**Run 1: met2 routing**

Scale: 4 px per µm. Cells faint in the background.
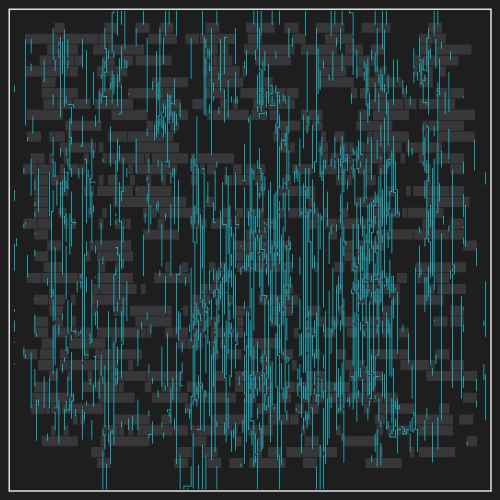
**Run 1: clock wires, drivers and flops**

Scale: 4 px per µm.
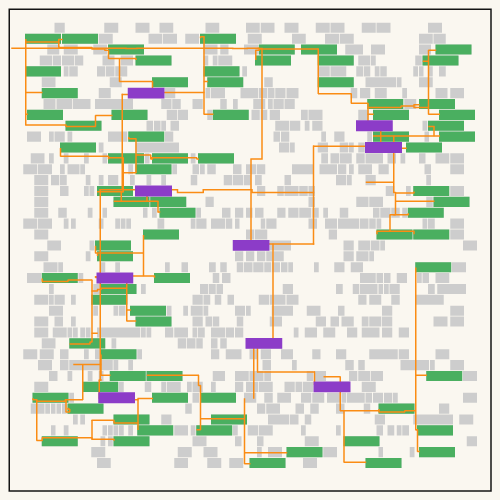
**Run 1: cells colored by class**

Scale: 3 px per µm. Fill, decap, tap and diode cells in gray.
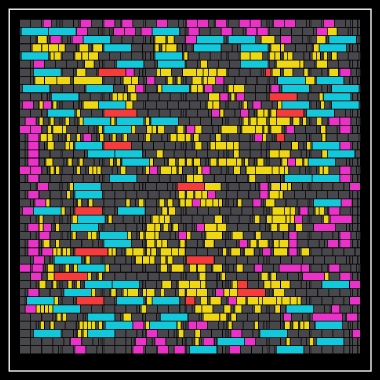
### src/rtl/guess_engine_if.sv
// Hangman core bundle: round control, guess input and game status in one port.
// Latency: none (wires only); the engine registers every output.
// Backpressure: none; start/load/hint are single-cycle pulses that are always accepted.
//
// Signals (master = word store / keyboard side, slave = guess_engine):
//   start, target_mask  : begin a round with the given letter set
//   load, load_x        : present a guessed letter index
//   hint                : reveal request (only with GUESS_ENGINE_HINT_EN defined)
//   guessed_mask, game_state, wrong_time, hit, miss, repeat_guess, wins, losses : status
interface guess_engine_if #(
    parameter int ALPHA    = 26,
    parameter int LETTER_W = 5,
    parameter int WRONG_W  = 4
);
    logic                start;
    logic [ALPHA-1:0]    target_mask;
    logic                load;
    logic [LETTER_W-1:0] load_x;
`ifdef GUESS_ENGINE_HINT_EN
    logic                hint;
`endif
    logic [ALPHA-1:0]    guessed_mask;
    logic [1:0]          game_state;
    logic [WRONG_W-1:0]  wrong_time;
    logic                hit;
    logic                miss;
    logic                repeat_guess;
    logic [7:0]          wins;
    logic [7:0]          losses;

`ifdef GUESS_ENGINE_HINT_EN
    modport master (
        output start, target_mask, load, load_x, hint,
        input  guessed_mask, game_state, wrong_time, hit, miss, repeat_guess, wins, losses
    );
    modport slave (
        input  start, target_mask, load, load_x, hint,
        output guessed_mask, game_state, wrong_time, hit, miss, repeat_guess, wins, losses
    );
`else
    modport master (
        output start, target_mask, load, load_x,
        input  guessed_mask, game_state, wrong_time, hit, miss, repeat_guess, wins, losses
    );
    modport slave (
        input  start, target_mask, load, load_x,
        output guessed_mask, game_state, wrong_time, hit, miss, repeat_guess, wins, losses
    );
`endif
endinterface

### src/rtl/guess_engine.sv
// Hangman game core: target letter set, guess processing, outcome and win/loss totals.
// Latency: a start/load/hint sampled at edge N is reflected on every output after edge N.
// Backpressure: none; every pulse is consumed the cycle it is sampled (or dropped if illegal).
//
// Ports: clk, resetn (async active-low), bus (guess_engine_if.slave).
// Optional feature macro: GUESS_ENGINE_HINT_EN adds the hint request (reveal lowest
// unguessed target letter at the cost of one miss).
module guess_engine #(
    parameter int ALPHA     = 26,
    parameter int LETTER_W  = 5,
    parameter int MAX_WRONG = 6,
    parameter int WRONG_W   = 4
) (
    input  logic          clk,
    input  logic          resetn,
    guess_engine_if.slave bus
);

    typedef enum logic [1:0] {
        ST_IDLE = 2'b00,
        ST_PLAY = 2'b01,
        ST_WON  = 2'b10,
        ST_LOST = 2'b11
    } state_t;

    state_t             state_q,   state_d;
    logic [ALPHA-1:0]   target_q,  target_d;
    logic [ALPHA-1:0]   guessed_q, guessed_d;
    logic [WRONG_W-1:0] wrong_q,   wrong_d;
    logic [7:0]         wins_q,    wins_d;
    logic [7:0]         losses_q,  losses_d;
    logic               hit_q,     hit_d;
    logic               miss_q,    miss_d;
    logic               rep_q,     rep_d;

    logic [LETTER_W-1:0] letter;
    logic [ALPHA-1:0]    letter_onehot;
    logic                letter_valid;
    logic                eval;

    assign letter        = bus.load_x;
    // Shifting past the top of the alphabet yields zero, which doubles as the range check.
    assign letter_onehot = ALPHA'(1) << letter;
    assign letter_valid  = |letter_onehot;

`ifdef GUESS_ENGINE_HINT_EN
    logic [ALPHA-1:0] remaining;
    logic [ALPHA-1:0] reveal;
    assign remaining = target_q & ~guessed_q;
    // x & -x isolates the lowest set bit: the lowest-index letter still hidden.
    assign reveal    = remaining & (~remaining + ALPHA'(1));
`endif

    always_comb begin
        state_d   = state_q;
        target_d  = target_q;
        guessed_d = guessed_q;
        wrong_d   = wrong_q;
        wins_d    = wins_q;
        losses_d  = losses_q;
        hit_d     = 1'b0;
        miss_d    = 1'b0;
        rep_d     = 1'b0;
        eval      = 1'b0;

        if (bus.start) begin
            // A start always swallows any load/hint in the same cycle, even an empty one.
            if (|bus.target_mask) begin
                target_d  = bus.target_mask;
                guessed_d = '0;
                wrong_d   = '0;
                state_d   = ST_PLAY;
            end
        end else if (state_q == ST_PLAY) begin
            if (bus.load) begin
                if (letter_valid) begin
                    if (|(guessed_q & letter_onehot)) begin
                        rep_d = 1'b1;
                    end else begin
                        guessed_d = guessed_q | letter_onehot;
                        eval      = 1'b1;
                        if (|(target_q & letter_onehot)) begin
                            hit_d = 1'b1;
                        end else begin
                            miss_d  = 1'b1;
                            wrong_d = wrong_q + WRONG_W'(1);
                        end
                    end
                end
`ifdef GUESS_ENGINE_HINT_EN
            end else if (bus.hint) begin
                guessed_d = guessed_q | reveal;
                wrong_d   = wrong_q + WRONG_W'(1);
                eval      = 1'b1;
`endif
            end

            // Outcome uses the post-update mask/count so it lands on the same edge;
            // a completed word beats a simultaneous final miss.
            if (eval) begin
                if ((guessed_d & target_q) == target_q) begin
                    state_d = ST_WON;
                    wins_d  = (wins_q == 8'hFF) ? wins_q : wins_q + 8'd1;
                end else if (wrong_d == WRONG_W'(MAX_WRONG)) begin
                    state_d  = ST_LOST;
                    losses_d = (losses_q == 8'hFF) ? losses_q : losses_q + 8'd1;
                end
            end
        end
    end

    always_ff @(posedge clk or negedge resetn) begin
        if (!resetn) begin
            state_q   <= ST_IDLE;
            target_q  <= '0;
            guessed_q <= '0;
            wrong_q   <= '0;
            wins_q    <= '0;
            losses_q  <= '0;
            hit_q     <= 1'b0;
            miss_q    <= 1'b0;
            rep_q     <= 1'b0;
        end else begin
            state_q   <= state_d;
            target_q  <= target_d;
            guessed_q <= guessed_d;
            wrong_q   <= wrong_d;
            wins_q    <= wins_d;
            losses_q  <= losses_d;
            hit_q     <= hit_d;
            miss_q    <= miss_d;
            rep_q     <= rep_d;
        end
    end

    assign bus.guessed_mask = guessed_q;
    assign bus.game_state   = state_q;
    assign bus.wrong_time   = wrong_q;
    assign bus.hit          = hit_q;
    assign bus.miss         = miss_q;
    assign bus.repeat_guess = rep_q;
    assign bus.wins         = wins_q;
    assign bus.losses       = losses_q;

endmodule

### src/flat_wrapper.sv
// flat-port wrapper written by rule: the top's interface ports become plain ports
module guess_engine_flat 
#(
    parameter int ALPHA     = 26,
    parameter int LETTER_W  = 5,
    parameter int MAX_WRONG = 6,
    parameter int WRONG_W   = 4
)
  (clk, resetn, bus_start, bus_target_mask, bus_load, bus_load_x, bus_guessed_mask, bus_game_state, bus_wrong_time, bus_hit, bus_miss, bus_repeat_guess, bus_wins, bus_losses);
  guess_engine_if #(.ALPHA(ALPHA), .LETTER_W(LETTER_W), .WRONG_W(WRONG_W)) bus_i ();
  input  logic clk;
  input  logic resetn;
  input wire logic [$bits(bus_i.start)-1:0] bus_start;
  input wire logic [$bits(bus_i.target_mask)-1:0] bus_target_mask;
  input wire logic [$bits(bus_i.load)-1:0] bus_load;
  input wire logic [$bits(bus_i.load_x)-1:0] bus_load_x;
  output wire logic [$bits(bus_i.guessed_mask)-1:0] bus_guessed_mask;
  output wire logic [$bits(bus_i.game_state)-1:0] bus_game_state;
  output wire logic [$bits(bus_i.wrong_time)-1:0] bus_wrong_time;
  output wire logic [$bits(bus_i.hit)-1:0] bus_hit;
  output wire logic [$bits(bus_i.miss)-1:0] bus_miss;
  output wire logic [$bits(bus_i.repeat_guess)-1:0] bus_repeat_guess;
  output wire logic [$bits(bus_i.wins)-1:0] bus_wins;
  output wire logic [$bits(bus_i.losses)-1:0] bus_losses;
  assign bus_i.start = bus_start;
  assign bus_i.target_mask = bus_target_mask;
  assign bus_i.load = bus_load;
  assign bus_i.load_x = bus_load_x;
  assign bus_guessed_mask = bus_i.guessed_mask;
  assign bus_game_state = bus_i.game_state;
  assign bus_wrong_time = bus_i.wrong_time;
  assign bus_hit = bus_i.hit;
  assign bus_miss = bus_i.miss;
  assign bus_repeat_guess = bus_i.repeat_guess;
  assign bus_wins = bus_i.wins;
  assign bus_losses = bus_i.losses;
  guess_engine #(.ALPHA(ALPHA), .LETTER_W(LETTER_W), .MAX_WRONG(MAX_WRONG), .WRONG_W(WRONG_W)) u_core (.clk(clk), .resetn(resetn), .bus(bus_i));
endmodule
### config.mk
export PLATFORM = sky130hd
export DESIGN_NAME = guess_engine_flat
export DESIGN_NICKNAME = d
export VERILOG_FILES = /design/src/rtl/guess_engine_if.sv /design/src/rtl/guess_engine.sv /design/src/flat_wrapper.sv
export SDC_FILE = /design/constraint.sdc
export NUM_CORES = 1
export LEC_CHECK = 0
export CAP_MARGIN = 30
export CELL_PAD_IN_SITES_DETAIL_PLACEMENT = 0
export CELL_PAD_IN_SITES_GLOBAL_PLACEMENT = 1
export CORE_MARGIN = 3
export CORE_UTILIZATION = 34
export CTS_CLUSTER_SIZE = 28
export DETAILED_ROUTE_END_ITERATION = 8
export PLACE_DENSITY_LB_ADDON = 0.1
export SYNTH_ARGS = -nofsm -noshare
export SYNTH_HDL_FRONTEND = slang
export SYNTH_SLANG_ARGS = --single-unit
export TNS_END_PERCENT = 100
### constraint.sdc
create_clock -name clk -period 4.2 [get_ports clk]
set_input_delay 0.84 -clock clk [delete_from_list [all_inputs] [get_ports clk]]
set_output_delay 0.84 -clock clk [all_outputs]
set_load 0.01 [all_outputs]
==> impl_metrics.json, run 1 <==
{
  "buffer_area_share_pct": 20.78,
  "xor_area_share_pct": 2.970,
  "fin_crit_sh_pct": 91.38,
  "largestClassByArea": "combinational gates",
  "dpl_cell_area_mm2": 0.005772,
  "viasPerCell": 5.360,
  "power_frac_seq_pct": 40.5,
  "comb_cells": 378,
  "wl_um": 15580,
  "critPathSlowestCell": "clkdlybuf4s50_1",
  "path_max_fanout": 17,
  "fp_nets": 534,
  "setup_viol": 0,
  "nets": 649,
  "cts_tree": "yes",
  "flop_area_mm2": 0.001927,
  "rsz0062_at_grt": "false",
  "slew_headroom_pct": 49.85,
  "p_sw_w": 0.0005145,
  "ys_seq_share_pct": 43.56,
  "leakagePower_nw": 2.743,
  "finalMaxSlewViolations": 0,
  "yosysUniqueCellTypes": 62,
  "num_rows": 41,
  "yosys_cells": 496,
  "comb_area_mm2": 0.002310,
  "timing.rr.start": "u_core.target_q[15]$_DFFE_PN0P_",
  "r2r-end": "u_core.bus.wins[2]$_DFFE_PN0P_",
  "status": "finished clean",
  "nNonClkBuffers": 132,
  "warnings": 26,
  "die-area_mm2": 0.01441,
  "crit_end": "u_core.bus.losses[7]$_DFFE_PN0P_",
  "comb-cell-share_pct": 37.76,
  "switching_share_pct": 25.88,
  "period_minus_slack_ns": 3.838,
  "ant_nets": 0,
  "clock-sinks": 77,
  "pin_count": 86,
  "dieHeight_um": 120.1,
  "vias": 4224,
  "grt_max_degree": 48,
  "critPathCaptureType": "flop",
  "drive_gt1_share_pct": 14.29,
  "finClkSkew_ns": 0.007414,
  "ys_chip_area_mm2": 0.004423,
  "top_area_cell": "dfrtp_1",
  "area_leaders": "dfrtp_1 44%, nand2_1 7.6%, a21oi_1 4.0%",
  "fp_util_pct": 34.91,
  "synth-main-ff-cell": "dfrtp_1",
  "synth_flop_count": 77,
  "area_share_clock_buf_inv_pct": 5.645,
  "design.seq.count": 77,
  "dp_hpwl_um": 12140,
  "cts_buffer_depth": 2,
  "clock_latency_ns": 0.35,
  "cp.arrival_ns": 4.11,
  "final_area_mm2": 0.006117,
  "power_density_mw_per_mm2": 325.0,
  "die_w_um": 120.1,
  "critPathMaxStageDelay_ns": 0.54,
  "power.total_w": 0.001988,
  "postSynthAreaPerCell_um2": 8.917,
  "diodes": 0,
  "seq_area_share_pct": 31.50,
  "drc_errors": 0,
  "synth-edff-count": 0,
  "netlist_area_mm2": 0.004423,
  "first_pass_iters": 5,
  "portBuffers": 85,
  "cp-start-kind": "input port",
  "fmax_ghz": 0.2606,
  "clkbuf_count": 9,
  "fill_cells": 1250,
  "numCtsBuffers": 9,
  "hp-class": "input port to async pin",
  "critPathRequiredTime_ns": 4.47,
  "clkPwrFrac_pct": 45.8,
  "cts_max_level": 3,
  "power.internal_w": 0.001473,
  "synth-async-reset-ratio_pct": 100.0
}
Notes on 'met2 routing' above:
longest straight run	48.3 µm
share of all routed wire	43%
nets with wire on the layer	541

Notes on 'clock wires, drivers and flops' above:
[green] flip-flops | count: 77
[purple] cells driving clock nets | count: 9
[orange] clock wires | length: 1160 µm
flops lie	widely spread
routed clock nets	10

Notes on 'cells colored by class' above:
color	class	cells	share of their area
yellow	all other logic	391	40%
red	clock drivers and dummy loads	16	5.9%
magenta	other buffers and delay cells	132	22%
cyan	flip-flops	77	33%

[run 1: state kept, by name, indices dropped and copies added (netlist names)]
register	count
u_core.bus.guessed_mask	26
u_core.target_q	26
u_core.bus.losses	8
u_core.bus.wins	8
u_core.bus.wrong_time	4
u_core.bus.game_state	2
u_core.bus.hit	1
u_core.bus.miss	1
u_core.bus.repeat_guess	1
[run 1: synthesized netlist by cell type (4+ instances only)]
cell type,count
xnor2_1,6
nand2b_1,19
nor4_1,8
xor2_1,9
nand2_1,89
nor2_1,39
nor3_1,9
o21ai_0,15
dfrtp_1,77
nand4_1,10
inv_1,13
and3b_1,5
nand3_1,19
and3_1,10
mux2i_1,11
buf_2,11
a31oi_1,11
a21oi_1,35
mux2_2,5
buf_6,4
clkbuf_1,13
nor2b_1,7
[run 1: metrics by stage]
step	hold WS, ns	cells	worst slack (ns)	util [%]
5_1_grt	0.4617	788	0.05030	48.28
3_3_place_gp	0.4789	771	0.05903	45.33
6_report	0.4267	788	0.3622	48.28
4_1_cts	0.4383	788	0.3678	48.28
2_1_floorplan	0.4594	496	0.9094	-
3_5_place_dp	0.4860	772	0.02967	45.55
[run 1: worst max-delay path, delay by kind of cell]
family | cells | cell delay (ns)
simple gates | 4 | 1.40
buf+inv | 3 | 0.96
xor+xnor | 1 | 0.16
compound gates | 4 | 0.74
[run 1: routing by layer]
| metal | wire [µm] | track usage [%] | up-vias | part of all wire, % |
|---|---|---|---|---|
| met5 | 0 | 0 | - | 0 |
| met4 | 420 | 9.162 | 0 | 2.7 |
| met3 | 684 | 3.629 | 26 | 4.4 |
| met2 | 6727 | 32.67 | 135 | 43 |
| met1 | 7749 | 32.71 | 2066 | 50 |
| li1 | - | - | 1997 | - |
[run 1: power groups by stage]
stage	Clock, W	Sequential (W)	Combinational [W]
3_3_place_gp	0	0.000817	0.000270
4_1_cts	0.000928	0.000803	0.000274
5_1_grt	0.000957	0.000808	0.000301
3_5_place_dp	0	0.000817	0.000273
6_report	0.000909	0.000805	0.000273
2_1_floorplan	0	0.000803	0.000131
[run 1: worst min path at each step]
stage                     slack (ns)  cells past startpoint                             from                                 endpoint
after global placement          0.48                      1   u_core.bus.wins[6]$_DFFE_PN0P_           u_core.bus.wins[6]$_DFFE_PN0P_
final                           0.43                      1                           resetn  u_core.bus.guessed_mask[12]$_DFFE_PN0P_
after floorplan                 0.46                      2  u_core.target_q[20]$_DFFE_PN0P_          u_core.target_q[20]$_DFFE_PN0P_
after global routing            0.46                      1                           resetn  u_core.bus.guessed_mask[12]$_DFFE_PN0P_
after CTS                       0.44                      1                           resetn  u_core.bus.guessed_mask[12]$_DFFE_PN0P_
after detailed placement        0.49                      1   u_core.bus.wins[4]$_DFFE_PN0P_           u_core.bus.wins[4]$_DFFE_PN0P_
[run 1: cell families (layout without fill, tap and decap cells)]
group / after synthesis / count (layout)
AOI/OAI and AO/OA: 97 / 97
xor gates and xnor gates: 15 / 15
adders and majority gates: 3 / 3
buffers and inverters: 41 / 161
DFF: 77 / 77
muxes: 18 / 18
and+or+nand+nor: 245 / 245
**Run 1: port wiring**

Scale: 3 px per µm.
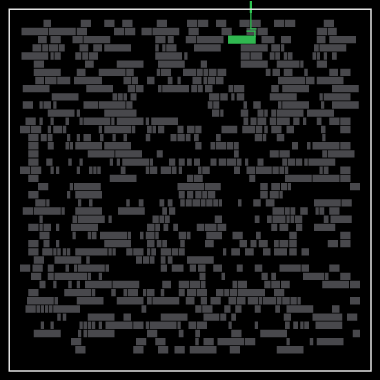

--- run 2 (diff from run 1) ---
Settings changed: RECOVER_POWER from default to 50, SLEW_MARGIN from default to 10.
**Run 2: port wiring**

Scale: 3 px per µm.
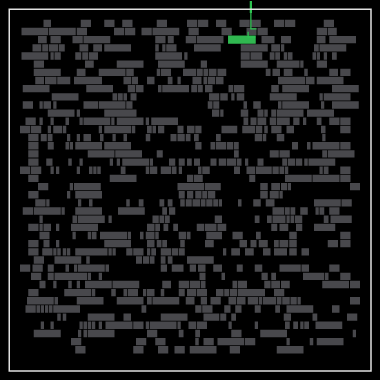
color	port	bits	direction	edge	end cells	buffers	wire
green	bus_repeat_guess	1	output	top	1	1	11.9 µm

==> impl_metrics.json, run 2 <==
{
  "status": "finished with violations",
  "failed_checks": "max-capacitance violations, max-slew violations",
  "ys_seq_share_pct": 43.56,
  "dp_hpwl_um": 12140,
  "fin_crit_sh_pct": 91.37,
  "critPathSlowestCell": "clkdlybuf4s50_1",
  "clock_latency_ns": 0.35,
  "cap_viol_max_count": 1,
  "yosysUniqueCellTypes": 62,
  "first_pass_iters": 5,
  "clock-sinks": 77,
  "diodes": 0,
  "critPathRequiredTime_ns": 4.47,
  "warnings": 26,
  "critPathTopFamily": "simple AND/OR/NAND/NOR gates",
  "switching_share_pct": 25.75,
  "grt_max_degree": 48,
  "ant_nets": 0,
  "ys_chip_area_mm2": 0.004423,
  "cts_max_level": 3,
  "die_w_um": 120.1,
  "vias": 4188,
  "post-synth-top-count-cell": "nand2_1",
  "finClkSkew_ns": 0.008602,
  "place_congestion": 0.9752,
  "synth-async-reset-ratio_pct": 100.0,
  "setup_viol": 0,
  "dp_cells": 772,
  "area_leaders": "dfrtp_1 44%, nand2_1 7.6%, a21oi_1 4.0%",
  "power_frac_seq_pct": 40.7,
  "tightest_slew_ns": 1.650,
  "path_max_fanout": 17,
  "num_rows": 41,
  "cp.arrival_ns": 4.11,
  "cp-start-kind": "input port",
  "die-area_mm2": 0.01441,
  "pin_count": 86,
  "power.internal_w": 0.001470,
  "power_density_mw_per_mm2": 325.0,
  "crit_buf_inv": 3,
  "synth_flop_count": 77,
  "viasPerCell": 5.315,
  "period_minus_slack_ns": 3.838,
  "portBuffers": 85,
  "yosys_cells": 496,
  "fp_util_pct": 34.91,
  "wl_um": 15460,
  "top_area_cell": "dfrtp_1",
  "nets": 649,
  "synth-main-ff-cell": "dfrtp_1",
  "p_sw_w": 0.0005097,
  "holdWs_ns": 0.4919,
  "hp-class": "flop to flop",
  "clkPwrFrac_pct": 45.8,
  "critPathMaxStageDelay_ns": 0.54,
  "drive_gt1_share_pct": 14.12,
  "fill_cells": 1254,
  "slew_headroom_pct": -10.02,
  "netlist_area_mm2": 0.004423,
  "synthTopCellsByCount": "89 x nand2_1, 77 x dfrtp_1, 39 x nor2_1, 35 x a21oi_1",
  "rsz0062_at_grt": "false",
  "leakagePower_nw": 2.805,
  "finalMaxSlewViolations": 32,
  "critPathCaptureType": "flop",
  "stdcell_count": 788,
  "fp_nets": 534,
  "synth-edff-count": 0,
  "fmax_ghz": 0.2606,
  "dieHeight_um": 120.1
}
**Run 2: cells colored by class**

Scale: 3 px per µm. Fill, decap, tap and diode cells in gray.
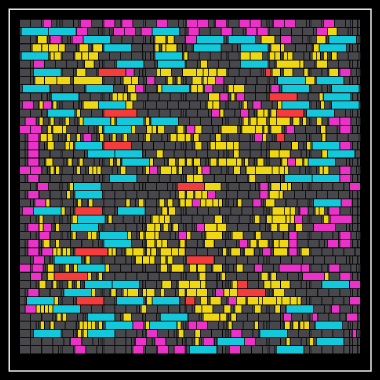
color	class	cells	share of their area
red	clock drivers and dummy loads	16	5.9%
cyan	flip-flops	77	33%
yellow	all other logic	391	40%
magenta	other buffers and delay cells	132	21%

## run 2: kinds of logic after synthesis
| kind of cell | share of synthesized area, % |
|---|---|
| simple gates | 28.68 |
| buf+inv | 4.470 |
| mux | 4.441 |
| compound gates | 15.02 |
| fa+ha+maj | 0.8487 |
| flops | 43.56 |
| xor+xnor | 2.970 |
## run 2: path summary, 6_finish.rpt
check                                                  from                                       to  slack (ns)  cells after the start
max                                           bus_load_x[4]         u_core.bus.losses[7]$_DFFE_PN0P_        0.36                     12
min                        u_core.bus.losses[5]$_DFFE_PN0P_         u_core.bus.losses[5]$_DFFE_PN0P_        0.49                      1
max reg2reg                 u_core.target_q[15]$_DFFE_PN0P_           u_core.bus.wins[2]$_DFFE_PN0P_        1.11                     10
min reg2reg                u_core.bus.losses[5]$_DFFE_PN0P_         u_core.bus.losses[5]$_DFFE_PN0P_        0.49                      1
max in group asynchronous                            resetn          u_core.target_q[22]$_DFFE_PN0P_        1.38                      2
min in group asynchronous                            resetn  u_core.bus.guessed_mask[12]$_DFFE_PN0P_        0.91                      1
## run 2: worst register-to-register path: cells and delay by family (launching register included)
kind	cells	cell delay (ns)
AND/OR/NAND/NOR	4	0.97
AND-OR/OR-AND	3	1.12
flip-flops	1	0.43
buffers and inverters	2	0.34
XOR/XNOR	1	0.13
## run 2: layout make-up
class                      instances  area [µm²]  share of cell area (%)
tap                              172       215.2                   3.533
timing repair buffer             132        1245                   20.44
sequential                        77        1927                   31.64
multi-input combinational        378        2310                   37.92
clock inverter                     7       120.1                   1.972
clock buffer                       9       225.2                   3.698
inverter                          13       48.80                  0.8012
## run 2: power by group through the flow
stage | clock [W] | sequential (W) | combinational [W]
2_1_floorplan | 0 | 0.000803 | 0.000131
3_3_place_gp | 0 | 0.000817 | 0.000270
3_5_place_dp | 0 | 0.000817 | 0.000273
4_1_cts | 0.000928 | 0.000803 | 0.000274
5_1_grt | 0.000957 | 0.000808 | 0.000297
6_report | 0.000906 | 0.000805 | 0.000269
## run 2: stage by stage
| stage | setup slack [ns] | area [µm²] | utilization (%) | power (W) |
|---|---|---|---|---|
| 2_1_floorplan | 0.9094 | 4423 | - | 0.0009336 |
| 3_3_place_gp | 0.05903 | 5744 | 45.33 | 0.001087 |
| 3_5_place_dp | 0.02967 | 5772 | 45.55 | 0.001090 |
| 4_1_cts | 0.3678 | 6117 | 48.28 | 0.002005 |
| 5_1_grt | 0.05030 | 6091 | 48.07 | 0.002062 |
| 6_report | 0.3623 | 6091 | 48.07 | 0.001979 |
## run 2: layer usage
metal | vias to the layer above | routed length (µm) | global-route usage (%)
li1 | 1993 | - | -
met1 | 2030 | 7488 | 32.71
met2 | 137 | 6715 | 32.67
met3 | 28 | 814 | 3.629
met4 | 0 | 439 | 9.162
met5 | - | 0 | 0
**Run 2: met2 routing**

Scale: 4 px per µm. Cells faint in the background.
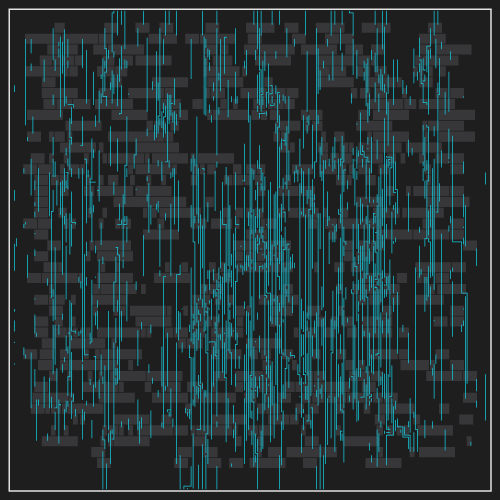

--- run 3 (diff from run 2) ---
Settings changed: PLACE_DENSITY_LB_ADDON 0.1 to 0.25.
**Run 3: met2 routing**

Scale: 4 px per µm. Cells faint in the background.
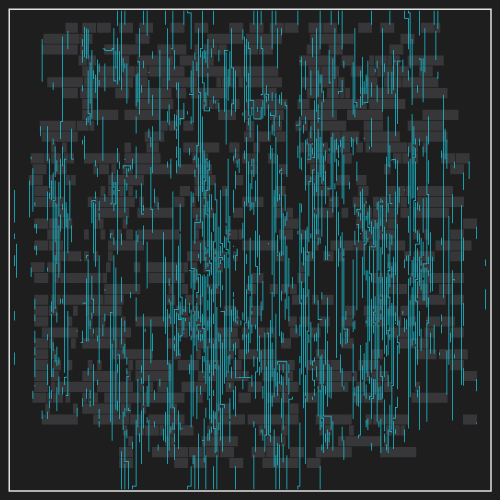
share of all routed wire	45%
main direction	vertical
nets with wire on the layer	531

**Run 3: cells colored by class**

Scale: 3 px per µm. Fill, decap, tap and diode cells in gray.
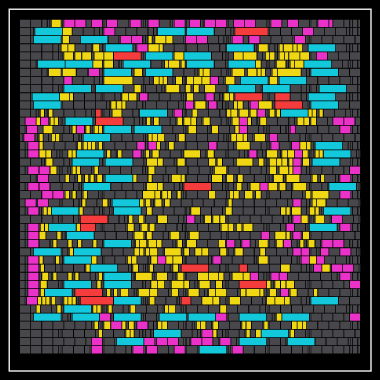
color	class	cells	share of their area
cyan	flip-flops	77	33%
magenta	other buffers and delay cells	132	21%
yellow	all other logic	391	41%
red	clock drivers and dummy loads	16	5.8%

==> impl_metrics.json, run 3 <==
{
  "yosys_cells": 496,
  "hp-class": "flop to flop",
  "synth_flop_count": 77,
  "synth-edff-count": 0,
  "area_leaders": "dfrtp_1 44%, nand2_1 7.6%, a21oi_1 4.0%",
  "finalWorstSetupSlack_ns": 0.2663,
  "fp_util_pct": 34.91,
  "pin_count": 86,
  "place_congestion": 0.9366,
  "rsz0062_at_grt": "false",
  "r2r-end": "u_core.bus.wins[2]$_DFFE_PN0P_",
  "worst-r2r-cell-count": 10,
  "fp_nets": 534,
  "power_density_mw_per_mm2": 321.5,
  "critPathRequiredTime_ns": 4.43,
  "dieHeight_um": 120.1,
  "post-synth-top-count-cell": "nand2_1",
  "crit_start": "bus_load_x[4]",
  "viasPerCell": 5.379,
  "cts_max_level": 3,
  "dp_hpwl_um": 11660,
  "tightest_slew_ns": 1.390,
  "path_max_fanout": 13,
  "grt_max_degree": 78,
  "period_minus_slack_ns": 3.934,
  "preCtsSetupSlack_ns": -0.06350,
  "stdcell_count": 788,
  "clock_latency_ns": 0.34,
  "nets": 649,
  "status": "finished clean",
  "top_area_cell": "dfrtp_1",
  "power.total_w": 0.001937,
  "finClkSkew_ns": 0.005737,
  "cp.arrival_ns": 4.16,
  "crit_buf_inv": 3,
  "diodes": 0,
  "die_w_um": 120.1,
  "slew_headroom_pct": 7.340,
  "netlist_area_mm2": 0.004423,
  "min_to": "u_core.bus.wins[6]$_DFFE_PN0P_",
  "dp_cells": 771,
  "hold_depth": 1,
  "warnings": 26,
  "fin_crit_sh_pct": 93.66,
  "synthTopCellsByCount": "89 x nand2_1, 77 x dfrtp_1, 39 x nor2_1, 35 x a21oi_1",
  "die-area_mm2": 0.01441,
  "holdWs_ns": 0.4838,
  "ys_chip_area_mm2": 0.004423,
  "setup_viol": 0,
  "clock-sinks": 77,
  "fmax_ghz": 0.2542,
  "cp-start-kind": "input port",
  "yosysUniqueCellTypes": 62,
  "portBuffers": 85,
  "num_rows": 41,
  "ys_seq_share_pct": 43.56,
  "cap_viol_max_count": 0,
  "ant_nets": 0,
  "drive_gt1_share_pct": 14.12,
  "leakagePower_nw": 2.781,
  "r2r_slack_ns": 1.09,
  "critPathSlowestCell": "clkdlybuf4s50_1"
}
-- run 3: cell counts after synthesis --
No cell type changed its count.
-- run 3: layout make-up --
| type | count | area, µm² |
|---|---|---|
| Clock inverter | 5 | 81.33 |
| Inverter | 13 | 48.80 |
| Clock buffer | 11 | 252.7 |
| Multi-Input combinational cell | 378 | 2305 |
| Sequential cell | 77 | 1927 |
| Fill cell | 1263 | 6646 |
| Timing Repair Buffer | 132 | 1195 |
| Tap cell | 172 | 215.2 |
-- run 3: worst max-delay path by stage --
stage | depth (start not counted) | slack (ns) | end
6_report | 12 | 0.27 | u_core.bus.wins[2]$_DFFE_PN0P_
5_1_grt | 12 | 0.003 | u_core.bus.wins[2]$_DFFE_PN0P_
4_1_cts | 12 | 0.29 | u_core.bus.wins[2]$_DFFE_PN0P_
3_5_place_dp | 12 | -0.06 | u_core.bus.wins[2]$_DFFE_PN0P_
3_3_place_gp | 10 | -0.03 | u_core.bus.wins[1]$_DFFE_PN0P_
2_1_floorplan | 10 | 0.91 | u_core.bus.wins[1]$_DFFE_PN0P_
-- run 3: report_power, final --
part	internal, W	total [W]	leakage, nW	switching, W
Sequential	0.000769	0.000804	1.02	0.0000346
Clock	0.000554	0.000868	0.162	0.000314
Combinational	0.000114	0.000265	1.60	0.000151
Total	0.00144	0.00194	2.78	0.000500
-- run 3: cell families after synthesis --
family / Yosys count / synth area share [%]
buffers and inverters: 41 / 4.470
multiplexers: 18 / 4.441
AND-OR/OR-AND: 97 / 15.02
XOR/XNOR: 15 / 2.970
adder cells (fa/ha/maj): 3 / 0.8487
flip-flops: 77 / 43.56
AND/OR/NAND/NOR: 245 / 28.68
-- run 3: metal layers --
layer  vias up  global-route usage [%]  wire (µm)
li1       2003                       -          -
met1      2102                   31.88       7499
met2       120                   33.05       6974
met3        14                   3.440        721
met4         0                   6.586        204
met5         -                       0          0
-- run 3: metrics by stage --
step           cell area (µm²)  utilization, %   TNS, ns
4_1_cts                   6023           47.54         0
6_report                  6025           47.55         0
5_1_grt                   6025           47.55         0
3_5_place_dp              5689           44.90   -0.2070
2_1_floorplan             4423               -         0
3_3_place_gp              5689           44.90  -0.05254
Power figures rest on the tool's default switching activity, not on a simulated workload.
